**Floorplan with the power grid**

Scale bar: 50 µm. Pins as bars on the die edge. Tap cells in grey.
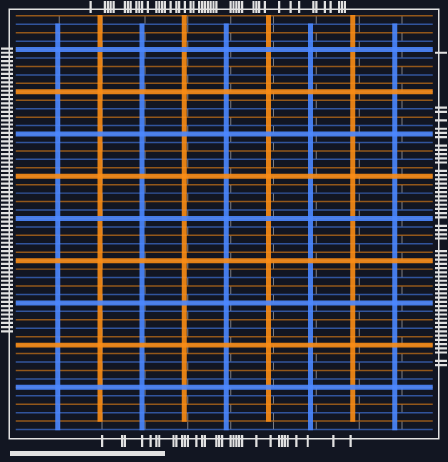
**Cell classes on the final placement**

Scale bar: 50 µm.
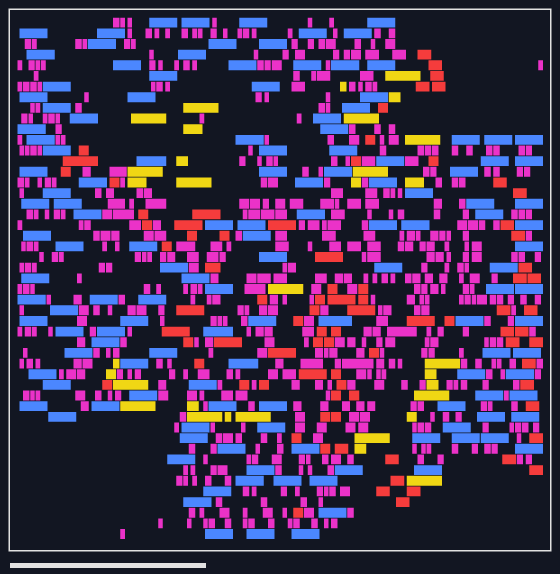
**Routed clock nets over the placement**

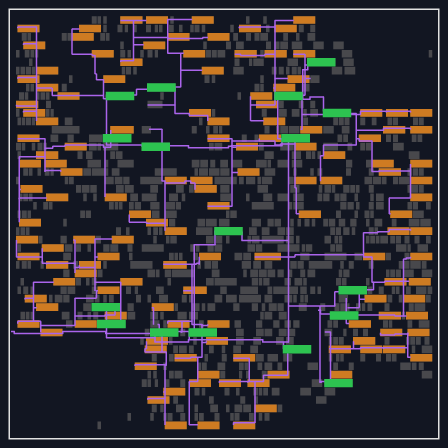
--- config.mk ---
export PLATFORM = sky130hd
export DESIGN_NAME = mem_access_unit
export DESIGN_NICKNAME = d
export VERILOG_FILES = /design/src/rtl/mem_pkg.sv /design/src/rtl/mem_access_unit_lane_extract_merge.sv /design/src/rtl/mem_access_unit.sv
export SDC_FILE = /design/constraint.sdc
export NUM_CORES = 1
export LEC_CHECK = 0
export CAP_MARGIN = 15
export CORE_MARGIN = 1.5
export CORE_UTILIZATION = 34
export CTS_CLUSTER_DIAMETER = 50
export CTS_CLUSTER_SIZE = 20
export DETAILED_ROUTE_END_ITERATION = 8
export DONT_BUFFER_PORTS = 1
export PLACE_DENSITY_LB_ADDON = 0.25
export SYNTH_ARGS = -nofsm -noshare
export SYNTH_HDL_FRONTEND = slang
export SYNTH_SLANG_ARGS = --single-unit
--- constraint.sdc ---
create_clock -name clk -period 1.7 [get_ports clk]
set_input_delay 0.17 -clock clk [delete_from_list [all_inputs] [get_ports clk]]
set_output_delay 0.17 -clock clk [all_outputs]
set_load 0.02 [all_outputs]
--- src/rtl/mem_pkg.sv ---
// Shared encodings for the MEM-stage access unit: request sizes, FSM states, latched request.
package mem_pkg;

   typedef enum logic [1:0] {
      SZ_BYTE = 2'b00,
      SZ_HALF = 2'b01,
      SZ_WORD = 2'b10,
      SZ_RSVD = 2'b11
   } size_t;

   typedef enum logic [1:0] {
      ST_IDLE    = 2'b00,
      ST_RD_WAIT = 2'b01,
      ST_WR      = 2'b10,
      ST_RESP    = 2'b11
   } state_t;

   typedef struct packed {
      logic        write;
      size_t       size;
      logic        sgn;
      logic [1:0]  lo;
      logic [31:0] wdata;
   } req_t;

   // Reserved size is either rejected or aligned-checked as a full word.
   function automatic logic req_is_err(input size_t size, input logic [1:0] lo,
                                       input logic err_on_reserved);
      logic e;
      e = 1'b0;
      case (size)
         SZ_HALF: e = lo[0];
         SZ_WORD: e = (lo != 2'b00);
         SZ_RSVD: e = err_on_reserved ? 1'b1 : (lo != 2'b00);
         default: e = 1'b0;
      endcase
      return e;
   endfunction

endpackage

--- src/rtl/mem_access_unit_lane_extract_merge.sv ---
// Little-endian lane select: extends load data and merges sub-word store data into the old word.
// Purely combinational; reserved size behaves as a full word.
module lane_extract_merge
   import mem_pkg::*;
(
   input  logic [31:0] word_in,
   input  logic [31:0] wdata,
   input  logic [1:0]  lo,
   input  size_t       size,
   input  logic        sgn,
   output logic [31:0] load_data,
   output logic [31:0] merged
);

   logic [7:0]  byte_v;
   logic [15:0] half_v;

   always_comb begin
      byte_v    = word_in[7:0];
      half_v    = lo[1] ? word_in[31:16] : word_in[15:0];
      load_data = word_in;
      merged    = wdata;
      case (lo)
         2'd1:    byte_v = word_in[15:8];
         2'd2:    byte_v = word_in[23:16];
         2'd3:    byte_v = word_in[31:24];
         default: byte_v = word_in[7:0];
      endcase
      case (size)
         SZ_BYTE: begin
            load_data = sgn ? {{24{byte_v[7]}}, byte_v} : {24'd0, byte_v};
            merged    = word_in;
            case (lo)
               2'd1:    merged[15:8]  = wdata[7:0];
               2'd2:    merged[23:16] = wdata[7:0];
               2'd3:    merged[31:24] = wdata[7:0];
               default: merged[7:0]   = wdata[7:0];
            endcase
         end
         SZ_HALF: begin
            load_data = sgn ? {{16{half_v[15]}}, half_v} : {16'd0, half_v};
            merged    = word_in;
            if (lo[1]) merged[31:16] = wdata[15:0];
            else       merged[15:0]  = wdata[15:0];
         end
         default: begin
            load_data = word_in;
            merged    = wdata;
         end
      endcase
   end

endmodule

--- src/rtl/mem_access_unit.sv ---
// MEM-stage initiator for a word-addressed memory without byte enables; sub-word stores run as RMW.
// Latency: error 1, word store 2, loads READ_WAIT+1, sub-word store READ_WAIT+2; req_ready only in IDLE.
module mem_access_unit
   import mem_pkg::*;
#(
   parameter int READ_WAIT       = 2,
   parameter bit ERR_ON_RESERVED = 1'b1
) (
   input  logic        clk,
   input  logic        rst,
   input  logic        req_valid,
   output logic        req_ready,
   input  logic        req_write,
   input  logic [1:0]  req_size,
   input  logic        req_signed,
   input  logic [31:0] req_addr,
   input  logic [31:0] req_wdata,
   output logic        resp_valid,
   output logic [31:0] resp_rdata,
   output logic        resp_err,
   output logic [31:0] address,
   output logic [31:0] writedata,
   output logic        memwrite,
   output logic        memread,
   input  logic [31:0] readdata
);

   localparam int CW = (READ_WAIT > 1) ? $clog2(READ_WAIT) : 1;

   state_t        state, state_nxt;
   req_t          req_q;
   logic [CW-1:0] cnt;
   logic          err_q;
   logic [31:0]   rdata_q;
   logic          accept, new_err, new_word_wr, sample;
   logic [31:0]   load_data, merged;

   assign new_err     = req_is_err(size_t'(req_size), req_addr[1:0], ERR_ON_RESERVED);
   assign new_word_wr = req_write && (size_t'(req_size) == SZ_WORD ||
                                      size_t'(req_size) == SZ_RSVD);

   lane_extract_merge u_lane (
      .word_in   (readdata),
      .wdata     (req_q.wdata),
      .lo        (req_q.lo),
      .size      (req_q.size),
      .sgn       (req_q.sgn),
      .load_data (load_data),
      .merged    (merged)
   );

   always_comb begin
      state_nxt  = state;
      req_ready  = 1'b0;
      memread    = 1'b0;
      memwrite   = 1'b0;
      resp_valid = 1'b0;
      accept     = 1'b0;
      sample     = 1'b0;
      case (state)
         ST_IDLE: begin
            req_ready = 1'b1;
            if (req_valid) begin
               accept = 1'b1;
               if (new_err)          state_nxt = ST_RESP;
               else if (new_word_wr) state_nxt = ST_WR;
               else                  state_nxt = ST_RD_WAIT;
            end
         end
         ST_RD_WAIT: begin
            memread = 1'b1;
            if (cnt == '0) begin
               sample    = 1'b1;
               state_nxt = req_q.write ? ST_WR : ST_RESP;
            end
         end
         ST_WR: begin
            memwrite  = 1'b1;
            state_nxt = ST_RESP;
         end
         ST_RESP: begin
            resp_valid = 1'b1;
            state_nxt  = ST_IDLE;
         end
         default: state_nxt = ST_IDLE;
      endcase
   end

   assign resp_err   = resp_valid & err_q;
   assign resp_rdata = rdata_q;

   always_ff @(posedge clk) begin
      if (rst) begin
         state     <= ST_IDLE;
         req_q     <= '0;
         cnt       <= '0;
         err_q     <= 1'b0;
         rdata_q   <= '0;
         address   <= '0;
         writedata <= '0;
      end else begin
         state <= state_nxt;
         if (accept) begin
            req_q     <= '{write: req_write, size: size_t'(req_size), sgn: req_signed,
                          lo: req_addr[1:0], wdata: req_wdata};
            cnt       <= CW'(READ_WAIT - 1);
            err_q     <= new_err;
            rdata_q   <= '0;
            address   <= {req_addr[31:2], 2'b00};
            writedata <= req_wdata;
         end else if (sample) begin
            if (req_q.write) writedata <= merged;
            else             rdata_q   <= load_data;
         end else if (state == ST_RD_WAIT) begin
            cnt <= cnt - 1'b1;
         end
      end
   end

endmodule
==> Changelog: implementation <==
### Physical design

- Status: complete, but fails checks
- Failing checks: hold timing
- First-pass GRT wire length: 30.9 mm
- Violation tally from detailed-route iteration zero: 347
- EDFF count, synth: 0
- Dpl hpwl: 14.6 mm
- Final Max Slew Viols: 0
- Syn_area_per_cell: 7.76 µm²
- Io pins: 204
- DR vias: 5893
- Share of cells above drive strength 1: 12.5%
- Worst Path Max Fanout: 29
- Inserted Diodes: 0
- Switching pwr: 4.69 mW
- Remaining DRCs: 0
- Initial antenna violation count: 0
- Area delta synth->final: 23.4%
- Post-Syn Instances: 797
- Final hold slack: -0.193 ns
- Worst Hold Class: in2reg
- Post-Layout Cell Count: 1071
- Max Clock Freq: 0.589 GHz
- Total Power: 12.1 mW
- Yosys synthesis chip area: 0.00618 mm²
- Top Family by Delay on Critical Path: AND-OR/OR-AND gates
- Tool warnings: 34
- Avg Vias per Cell: 5.50
- Post-Route WL: 21.3 mm
- Library cells used by synthesis: 46
- Root buf cell: clkbuf_16
- Placed cells: 1007
- Synth Flop Type: dfxtp_1
- DR WL met2: 9.50 mm
- Dpl ws: -0.0200 ns
- Final hold violations: 105
- Routed Antenna Nets: 0
- CP Cell Sequence: nand2b_1, buf_12, nand2_1, a211oi_1, o21a_1, nor3_1
- Dominant logic cell types in the final layout: nand2_1, a21oi_1, dfxtp_1
- DR pass1 iterations: 5
- GPL Wtd Cong: 0.862
- Number of cells in Yosys stat: 797
- Vias in the first global route: 5462
- Internal: 7.42 mW
- CTS tree: done
- Dominant logic cell type in the layout: nand2_1
- Metal1 wirelength: 9.30 mm
- RSZ-0062 raised after global routing: yes
- Aoi share: 28.7%
- Metal3 WL: 2.09 mm
- Fin crit period: 1.70 ns
- MUX area fraction: 2.95%
- Crit path DRT: 2.02 ns
- Setup ws final: 0.00283 ns
- Largest net degree at the start of global routing: 109
- Flops & latches, synth: 136
- GRT overflow: 0
- Inserted Clock Buffers: 17
- Final setup viols: 0
- CP Data Arrival Time: 2.01 ns
- Cycle use final: 99.8%
- Cell area power density: 1590 mW/mm²
- Clock Sinks: 136
- Final #Nets: 936
- Port buffer count: 0
- Drt wl/cell: 19.9 µm
- Max-cap violations: 0
- Comb area leader: AND-OR/OR-AND gates
- Longest Clk Path Bufs: 2
- H-tree depth: 4
- Sequential-to-total area share from yosys stat: 44.0%
- Critical Path Source Type: flip-flop
- Total GRT Usage: 21.6%
- Setup TNS: 0 ns
- Logic gate share of total power: 30.3%
- Clock transition at the registers of the reported paths: 0.06 ns
- Crit path kind: reg2reg
- Max layer used: met4
- Simple share: 17.5%
- Static leakage: 2.91 nW
- Placement Cell Area: 0.00670 mm²
- Post-CTS Hold Buffers: 30
- Switching Share: 38.7%
- Yosys warns: 0
- Buf/Inv on CP: 1
- XOR/XNOR Area Share: 0%
- Post-synthesis adder-cell area fraction: 0.809%
- Max incr delay on CP: 0.45 ns
- Sequential share of power: 40.9%
- # fillers: 1881
- FP Util: 34.5%
- CP Capture Type: flip-flop
- Peak supply drop: 785 µV
- Die area: 0.0190 mm²
- Ys async rst share: 0%
- Worst-path cell with the longest stage delay: a211oi_1
- Cell Area, Synth: 0.00618 mm²
Back to the opening pictures, 'floorplan with the power grid':
| net | colour |
|---|---|
| VSS | blue |
| VDD | orange |
rows: 49
signal pins: 204
met1 rails: 50
tap cells: 229
chip height: 138 µm
Die X: 138 µm
total core area: 0.0179 mm²

Back to the opening pictures, 'cell classes on the final placement':
| class | colour | cells | share of their area |
|---|---|---|---|
| flops | blue | 136 | 37% |
| clock drivers and dummy loads | yellow | 32 | 7.6% |
| combinational and other logic | magenta | 591 | 43% |
| other buffers and delay cells | red | 83 | 12% |
Final Cell Area: 0.00763 mm²
Seq area share: 35.8%
row cnt: 49
Layout Utilization: 42.6%

Back to the opening pictures, 'routed clock nets over the placement':
[clock drivers] green | count: 17
[flip-flops] orange | count: 136
[clock wires] purple | length: 1890 µm
routed clock nets: 18
flops lie: widely spread
clock share of power: 28.8%
Latency at later pin: 0.43 ns
Clk. pwr: 3.49 mW
clk_skew: 0.0111 ns

-- path summary, 6_finish.rpt --
| check | startpoint | cells after the start | slack [ns] | endpoint |
|---|---|---|---|---|
| min reg2reg | req_q[19] | 2 | 0.45 | req_q[19] |
| min | rst | 1 | -0.19 | address[29] |
| max reg2reg | req_q[35] | 6 | 0.003 | writedata[19] |
| max | req_q[35] | 6 | 0.003 | writedata[19] |
-- logic make-up after synthesis --
group	after synthesis
AOI/OAI and AO/OA	300
and+or+nand+nor	255
DFF	136
buffers and inverters	84
muxes	17
adders and majority gates	4
other	1
-- cells in the mapped netlist, drive strengths merged (2+ instances only) --
| cell type | instances | area [µm²] |
|---|---|---|
| ha | 4 | 50.1 |
| o211ai | 2 | 15.0 |
| a21boi | 8 | 60.1 |
| and2 | 3 | 18.8 |
| a211oi | 18 | 135 |
| inv | 13 | 48.8 |
| nand3 | 12 | 60.1 |
| a221o | 5 | 50.1 |
| nand2 | 169 | 634 |
| a21o | 7 | 52.6 |
| nand2b | 8 | 50.1 |
| nor2b | 5 | 31.3 |
| buf | 24 | 143 |
| mux2i | 16 | 160 |
| a221oi | 3 | 26.3 |
| clkbuf | 47 | 176 |
| o221ai | 6 | 52.6 |
| nor2 | 28 | 105 |
| o21ai | 59 | 307 |
| o22ai | 17 | 106 |
| a22oi | 8 | 60.1 |
| nor3 | 11 | 55.1 |
| a31oi | 10 | 77.6 |
| dfxtp | 136 | 2720 |
| or3 | 6 | 37.5 |
| a21oi | 140 | 701 |
| and3 | 8 | 50.1 |
| o21a | 12 | 90.1 |
-- what timing repair did --
| action | CTS | global route |
|---|---|---|
| setup endpoints to repair | 11 | 55 |
| pin swaps | 0 | 1 |
| hold endpoints to repair | 135 | 105 |
| gates cloned | 0 | 1 |
| gates resized | 3 | 14 |
| buffers inserted | 0 | 1 |
-- metal layers --
layer  up-vias  global-route usage, %
met5         -                      0
met4         0                   7.75
met3        24                   7.71
met2       252                   32.9
met1      2753                   28.1
li1       2864                      -
-- power by group through the flow --
stage / registers, mW / clock network, mW / logic [mW]
floorplan: 4.82 / 0 / 2.41
global placement: 5.02 / 0 / 3.48
detailed placement: 5.02 / 0 / 3.50
CTS: 4.96 / 3.56 / 3.58
global route: 5.05 / 3.69 / 4.06
finish: 4.96 / 3.49 / 3.67
-- sequential cells by signal (all words and copies together), names as in the netlist --
| register | cells |
|---|---|
| address | 30 |
| req_q | 38 |
| writedata | 32 |
| resp_rdata | 32 |
| state | 2 |
| cnt | 1 |
| err_q | 1 |
-- final cells by class --
| cell class | count | area (µm²) | area share (%) |
|---|---|---|---|
| Sequential cell | 136 | 2730 | 35.8 |
| Clock buffer | 20 | 467 | 6.12 |
| Inverter | 13 | 48.8 | 0.639 |
| Multi-Input combinational cell | 578 | 3140 | 41.1 |
| Timing Repair Buffer | 83 | 870 | 11.4 |
| Tap cell | 229 | 287 | 3.75 |
| Clock inverter | 12 | 90.1 | 1.18 |
Power is estimated from default activity; no workload was simulated.
